run_1/sizes.png
Scale: 8 px per micron.
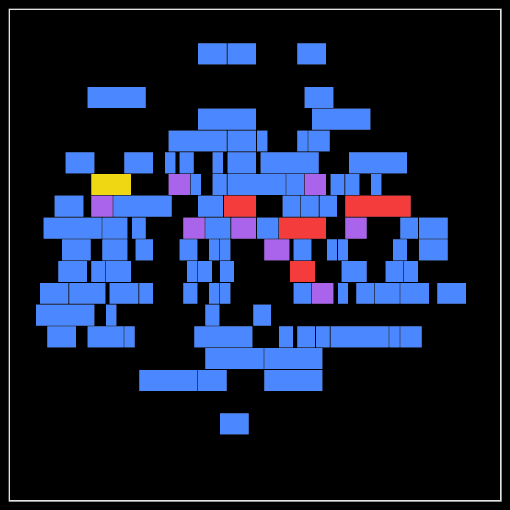
run_1/io_placement.png
Scale: 8 px per micron. Pins as bars across the die edge, other pins in gray.
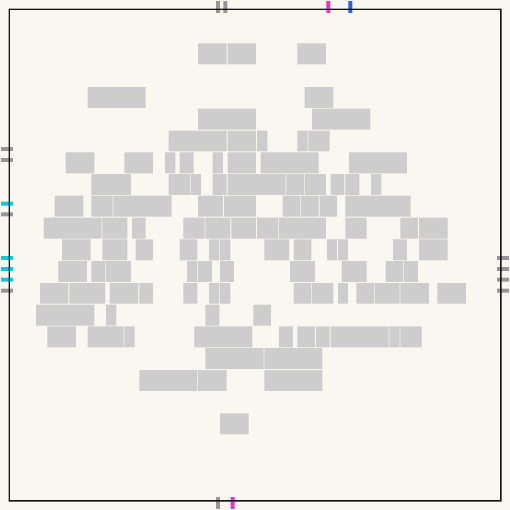
run_1/placement.png
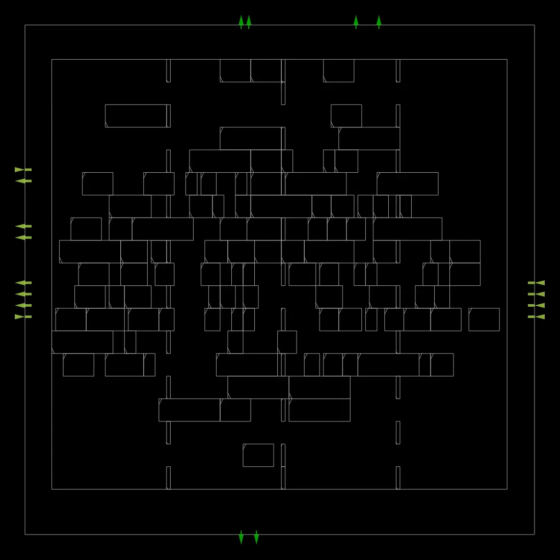
[src/rtl/rr_bus_arbiter_4.sv]
// Round-robin arbiter for a 4-source shared tristate bus.
// It grants one owner at a time, forces rotation after a hold limit, and inserts a dead cycle between owners.
module rr_bus_arbiter_4 #(
  parameter int MAX_HOLD = 8,
  parameter int CNT_W    = 4
) (
  input  logic             clk,
  input  logic             rst,
  input  logic [3:0]       req,
  output logic [3:0]       gnt,
  output logic [1:0]       gnt_idx,
  output logic             bus_en,
  output logic             busy,
  output logic [CNT_W-1:0] hold_cnt
);

  typedef enum logic [1:0] {
    ST_IDLE  = 2'd0,
    ST_GRANT = 2'd1,
    ST_TURN  = 2'd2
  } state_t;

  localparam logic [CNT_W-1:0] HOLD_MAX = CNT_W'(MAX_HOLD);

  state_t           state, state_nx;
  logic [1:0]       last, last_nx;
  logic [3:0]       gnt_nx;
  logic [1:0]       gnt_idx_nx;
  logic             bus_en_nx;
  logic             busy_nx;
  logic [CNT_W-1:0] hold_cnt_nx;
  logic [1:0]       winner;
  logic             others_waiting;

  // Search ascending from last+1 with wrap; the loop runs from the farthest
  // offset down, so the nearest set bit is the one that remains.
  function automatic logic [1:0] pick(input logic [3:0] r, input logic [1:0] l);
    logic [1:0] c;
    pick = l;
    for (int i = 4; i >= 1; i--) begin
      c = l + 2'(i);
      if (r[c]) begin
        pick = c;
      end
    end
  endfunction

  function automatic logic [3:0] decode(input logic [1:0] idx);
    decode = 4'b0001 << idx;
  endfunction

  assign winner         = pick(req, last);
  assign others_waiting = (req & ~gnt) != 4'b0000;

  always_ff @(posedge clk) begin
    if (rst) begin
      state    <= ST_IDLE;
      last     <= 2'd3;
      gnt      <= 4'b0000;
      gnt_idx  <= 2'd0;
      bus_en   <= 1'b0;
      busy     <= 1'b0;
      hold_cnt <= '0;
    end else begin
      state    <= state_nx;
      last     <= last_nx;
      gnt      <= gnt_nx;
      gnt_idx  <= gnt_idx_nx;
      bus_en   <= bus_en_nx;
      busy     <= busy_nx;
      hold_cnt <= hold_cnt_nx;
    end
  end

  always_comb begin
    state_nx    = state;
    last_nx     = last;
    gnt_nx      = gnt;
    gnt_idx_nx  = gnt_idx;
    bus_en_nx   = bus_en;
    busy_nx     = busy;
    hold_cnt_nx = hold_cnt;
    case (state)
      ST_IDLE, ST_TURN: begin
        if (req != 4'b0000) begin
          state_nx    = ST_GRANT;
          gnt_nx      = decode(winner);
          gnt_idx_nx  = winner;
          bus_en_nx   = 1'b1;
          busy_nx     = 1'b1;
          hold_cnt_nx = CNT_W'(1);
        end else begin
          state_nx    = ST_IDLE;
          gnt_nx      = 4'b0000;
          bus_en_nx   = 1'b0;
          busy_nx     = 1'b0;
          hold_cnt_nx = '0;
        end
      end
      ST_GRANT: begin
        // A release and a hold expiry on the same cycle leave identical outputs.
        if (!req[gnt_idx] || (hold_cnt == HOLD_MAX && others_waiting)) begin
          state_nx    = ST_TURN;
          last_nx     = gnt_idx;
          gnt_nx      = 4'b0000;
          bus_en_nx   = 1'b0;
          busy_nx     = 1'b1;
          hold_cnt_nx = '0;
        end else if (hold_cnt != HOLD_MAX) begin
          hold_cnt_nx = hold_cnt + CNT_W'(1);
        end else begin
          hold_cnt_nx = hold_cnt;
        end
      end
      default: begin
        state_nx    = ST_IDLE;
        gnt_nx      = 4'b0000;
        bus_en_nx   = 1'b0;
        busy_nx     = 1'b0;
        hold_cnt_nx = '0;
      end
    endcase
  end

endmodule
[config.mk]
export PLATFORM = sky130hd
export DESIGN_NAME = rr_bus_arbiter_4
export DESIGN_NICKNAME = d
export VERILOG_FILES = /design/src/rtl/rr_bus_arbiter_4.sv
export SDC_FILE = /design/constraint.sdc
export NUM_CORES = 1
export LEC_CHECK = 0
export CORE_MARGIN = 3
export CORE_UTILIZATION = 25
export DETAILED_ROUTE_END_ITERATION = 12
export SYNTH_ARGS = -nofsm -noshare
export SYNTH_HDL_FRONTEND = slang
export SYNTH_SLANG_ARGS = --single-unit
[constraint.sdc]
create_clock -name clk -period 2.6 [get_ports clk]
set_input_delay 0.52 -clock clk [delete_from_list [all_inputs] [get_ports clk]]
set_output_delay 0.52 -clock clk [all_outputs]
set_load 0.05 [all_outputs]
==> results.txt, run 1 <==
Implementation run completed; key figures follow.

Final layout:
- The finished design was reported to have a net count of 115.
- The fraction of cell area in sequential cells is reported as 0.313.
- In the layout the commonest cells are clkdlybuf4s50_1 (17), dfxtp_1 (16), inv_1 (8), a21oi_1 (7).
- The run gives the area taken by flip-flops and latches as 320 sq um.
- The run puts the fraction of final layout cells sized beyond drive strength 1 at 0.123.
- Once layout is complete, the utilization of the core stands at 0.362.
- Per the cell usage report, the commonest logic cell in the layout is clkdlybuf4s50_1.
- The run gives the number of filler instances in the final layout as 291.
- The run gives the number of buffers other than clock buffers in the final layout as 20.
- The run gives the combined area of the multi-input logic cells as 405 sq um.
- The run gives the area share of buffers outside the clock network as 0.188.
- The layout has 8 inverters outside the clock class.

Floorplanning:
- The run puts the chip width at 61.3 microns.
- The run gives the die outline area as about 3800 sq um.
- The run gives the top-level I/O count as 18.

Status:
- The flow ran to the end, and the final reports show no timing, DRC or antenna violations.

Power:
- The dominant power group in this design is sequential cells.
- The run gives the clock network power as 0.000169 W.
- The run puts the clock network power share at 0.264.
- The run gives the net switching power of the design as 0.000215 W.
- The run puts the leakage dissipation at approximately 0.40 nW.
- The run puts the power density of the placed cells at 625 nW/um^2.

Run:
- The run gives the number of max-cap violations as 0.

Worst setup path:
- The run gives the critical-path cell with the highest stage delay as clkdlybuf4s50_1.
- The worst setup path is captured at an output port.
- The run gives the data arrival time of the critical path as 1.57 ns.
- The critical path in this run is classified as register to output port.
- For reference, the critical path cell chain is clkdlybuf4s50_1.
- STA lists the maximum fanout along the critical path as 6.
- STA classifies the critical path startpoint as a register.

Synthesis:
- According to the Yosys statistics, the synthesized design has a chip area of 763 sq um.
- The cell area that synthesis handed to floorplanning was around 760 sq um.
- The run puts the post-synthesis cell type count at 34.
- The run gives the synthesized netlist net count as roughly 92.
- The run puts the post-synthesis share of cell area spent on and, or, nand and nor gates at 0.195.
- The run gives the gate count of the mapped netlist as 84.
- The run puts the cell count listed in synth_stat.txt at 84.
- The run puts the yosys synthesis warning count at 0.
- Per the synth stats, the flop cell with the highest instance count is dfxtp_1.
- In the synthesized netlist, the dominant kind of combinational cell is AND-OR/OR-AND gates.

Timing:
- The run puts the highest clock rate at 0.479 GHz.
- The run puts the setup-violating endpoint count in the final report at 0.

Clock tree:
- The run puts the number of buffers created by CTS at 3.
- Buffers added to address setup during post-CTS repair amount to 0.
- The run gives the quantity of hold-fixing buffers added after cts as 0.
- In this run the number of H-tree levels came out at 1.

Global route:
- The run gives the overflow left after global routing as 0.

Drt:
- The run gives the tally of nets with antenna violations remaining after routing as 0.
- The run gives the routed via count as 698.
About sizes.png:
size	color	cells
_3 and _4 cells	purple	8
_6 and larger	yellow	1
_0 and _1 cells	blue	93
_2 cells	red	4

About io_placement.png:
port	color	pins	direction	edge
gnt_idx	magenta	2	output	1 top, 1 bottom
hold_cnt	cyan	4	output	left
busy	blue	1	output	top
all pins by edge	8 left, 4 top, 4 right, 2 bottom

About placement.png:
Core Area: 2830 sq um
Cell Rows: 19

[run 1: sequential cells by signal, indices dropped and copies added (netlist names)]
signal / count
state: 2
bus_en: 1
gnt: 4
busy: 1
gnt_idx: 2
hold_cnt: 4
last: 2
[run 1: Yosys cell counts (2+ instances only)]
library cell,number,share of area
a21oi_1,7,0.046
a32o_1,2,0.026
and2_4,2,0.023
clkbuf_1,2,0.0098
dfxtp_1,16,0.42
ha_1,2,0.033
inv_1,8,0.039
nand2_1,4,0.020
nand2b_1,2,0.016
nor2_1,5,0.025
nor2b_1,5,0.041
nor3_1,3,0.020
nor4_1,2,0.016
o21ai_0,4,0.026
[run 1: metal layers]
layer  up-vias  wire length, microns  GRT usage  part of all wire
met1       329                   996      0.162              0.51
li1        352                     -          -                 -
met3         2                   100     0.0482             0.051
met4         0                     8     0.0279            0.0041
met5         -                     0          0                 0
met2        15                   851      0.186              0.44
[run 1: worst paths after layout]
kind                            startpoint                    to  slack [ns]  depth (start not counted)
hold / removal        last[0]$_SDFFE_PP1P_  last[0]$_SDFFE_PP1P_        0.53                          2
setup / recovery  hold_cnt[0]$_SDFFE_PP0P_           hold_cnt[0]        0.51                          1
setup reg to reg   gnt_idx[0]$_SDFFE_PP0N_   gnt[0]$_SDFFE_PP0P_        0.95                          4
hold reg to reg       last[0]$_SDFFE_PP1P_  last[0]$_SDFFE_PP1P_        0.53                          2
[run 1: per-stage QoR]
step	cells	setup WS [ns]	power, W	hold slack (ns)	instance area [sq um]
final	137	0.514	0.000640	0.528	1020
after global routing	137	0.423	0.000673	0.549	1020
after CTS	137	0.486	0.000647	0.532	1020
after detailed placement	133	0.276	0.000476	0.513	987
after global placement	133	0.347	0.000475	0.493	987
after floorplan	84	0.679	0.000408	0.479	763
==> inputs of run 2 (changes only) <==
==> constraint.sdc (replaced) <==
create_clock -name clk -period 2 [get_ports clk]
set_input_delay 0.4 -clock clk [delete_from_list [all_inputs] [get_ports clk]]
set_output_delay 0.4 -clock clk [all_outputs]
set_load 0.05 [all_outputs]
==> results.txt, run 2 <==
Implementation run completed; key figures follow.

Status:
- The run finished with clean final reports.

Worst setup path:
- Of all nets on the critical path, the largest fanout is 5.
- The run gives the data arrival time of the critical path as approximately 1.5 ns.
- The run gives the worst reg2reg path endpoint as gnt[0]$_SDFFE_PP0P_.
- The run gives the count of cells along the worst register-to-register path as 4.
- The largest individual stage delay along the critical path comes from the cell clkdlybuf4s50_1.

Clock tree:
- The run puts the number of buffers created by CTS at 3.

Floorplanning:
- The run gives the top-level I/O count as 18.
- The die covers 3750 sq um.
- The core region is 2830 sq um.

Worst hold path:
- The worst hold path terminates at gnt[3]$_SDFFE_PP0P_.
- The run gives the depth of the worst hold-timing path as 2.

Global route:
- Global routing finished with a remaining overflow of 0.

Synthesis:
- The run gives the primary flip-flop cell chosen by synthesis mapping as dfxtp_1.
- The number of cells reported by Yosys stat comes to 84.
- In this run the cell area of the synthesized design comes to 763 sq um.
- For this run the top cell type by instance count after synthesis was dfxtp_1.
- The run gives the yosys synthesis chip area as around 760 sq um.

Drt:
- The routed layout has 734 vias.
- Once detail routing completed, the nets flagged for antenna violations numbered 0.

Power:
- The run gives the net switching power of the design as approximately 0.00027 W.
- The run puts the clock network power share at 0.211.

Final layout:
- The run gives the post-layout net count as 123.
## run 2: cell counts after synthesis
No cell type changed its count.
## run 2: cells by family (layout without fill, tap and decap cells)
kind of cell | Yosys count | in the layout | synth area share
XOR/XNOR | 2 | 2 | 0.0230
AND/OR/NAND/NOR | 27 | 27 | 0.195
multiplexers | 2 | 2 | 0.0426
buffers and inverters | 10 | 39 | 0.0492
AND-OR/OR-AND | 25 | 25 | 0.238
adder cells (fa/ha/maj) | 2 | 2 | 0.0328
flip-flops | 16 | 16 | 0.420
## run 2: final cells by class
cell class	instances	area share
multi-input cells	58	0.379
clock buffers	3	0.0211
repair buffers	28	0.236
flip-flops and latches	16	0.299
well taps	31	0.0363
inverters	8	0.0281
## run 2: worst max-delay path by stage
stage	from	endpoint	slack, ns
after global routing	hold_cnt[1]$_SDFFE_PP0P_	hold_cnt[1]	0.01
after CTS	hold_cnt[0]$_SDFFE_PP0P_	hold_cnt[0]	0.03
after detailed placement	req[3]	gnt[0]$_SDFFE_PP0P_	-0.09
final	hold_cnt[1]$_SDFFE_PP0P_	hold_cnt[1]	0.07
after global placement	req[3]	hold_cnt[2]$_SDFFE_PP0P_	-0.09
after floorplan	gnt_idx[0]$_SDFFE_PP0N_	gnt[0]$_SDFFE_PP0P_	0.08
## run 2: per-layer routing
layer  vias to the layer above  global-route usage  part of all wire
met5                         -                   0                 0
met4                         0              0.0650             0.023
met3                         5              0.0231             0.051
met2                        21               0.192              0.46
met1                       343               0.152              0.46
li1                        365                   -                 -
## run 2: power groups by stage
stage,clock network (W),registers [W],logic (W)
after global placement,0,0.000379,0.000251
after CTS,0.000179,0.000373,0.000255
final,0.000167,0.000372,0.000254
after detailed placement,0,0.000380,0.000254
after global routing,0.000185,0.000377,0.000273
after floorplan,0,0.000439,0.0000911
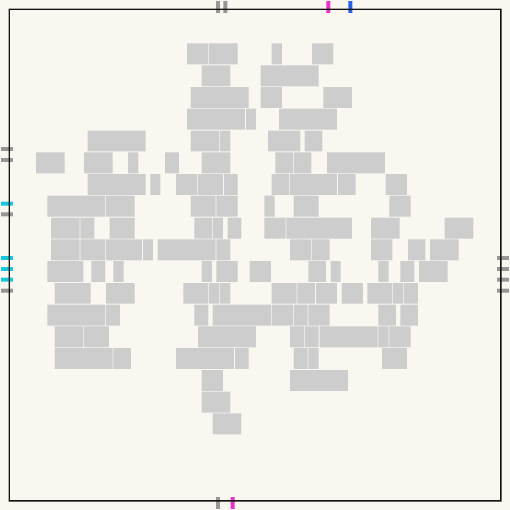
run_2/io_placement.png
Scale: 8 px per micron. Pins as bars across the die edge, other pins in gray.
port	color	pins	direction	edge
hold_cnt	cyan	4	output	left
busy	blue	1	output	top
gnt_idx	magenta	2	output	1 top, 1 bottom
all pins by edge	8 left, 4 top, 4 right, 2 bottom
Die Width: 61.3 microns
overall die height: 61.3 microns

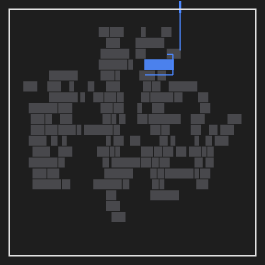
run_2/io_fan.png
Scale: 4 px per micron.
port	color	direction	edge	end cells	buffers	wire
busy	blue	output	top	1	1	23.1 microns

Power and IR drop assume default switching activity.
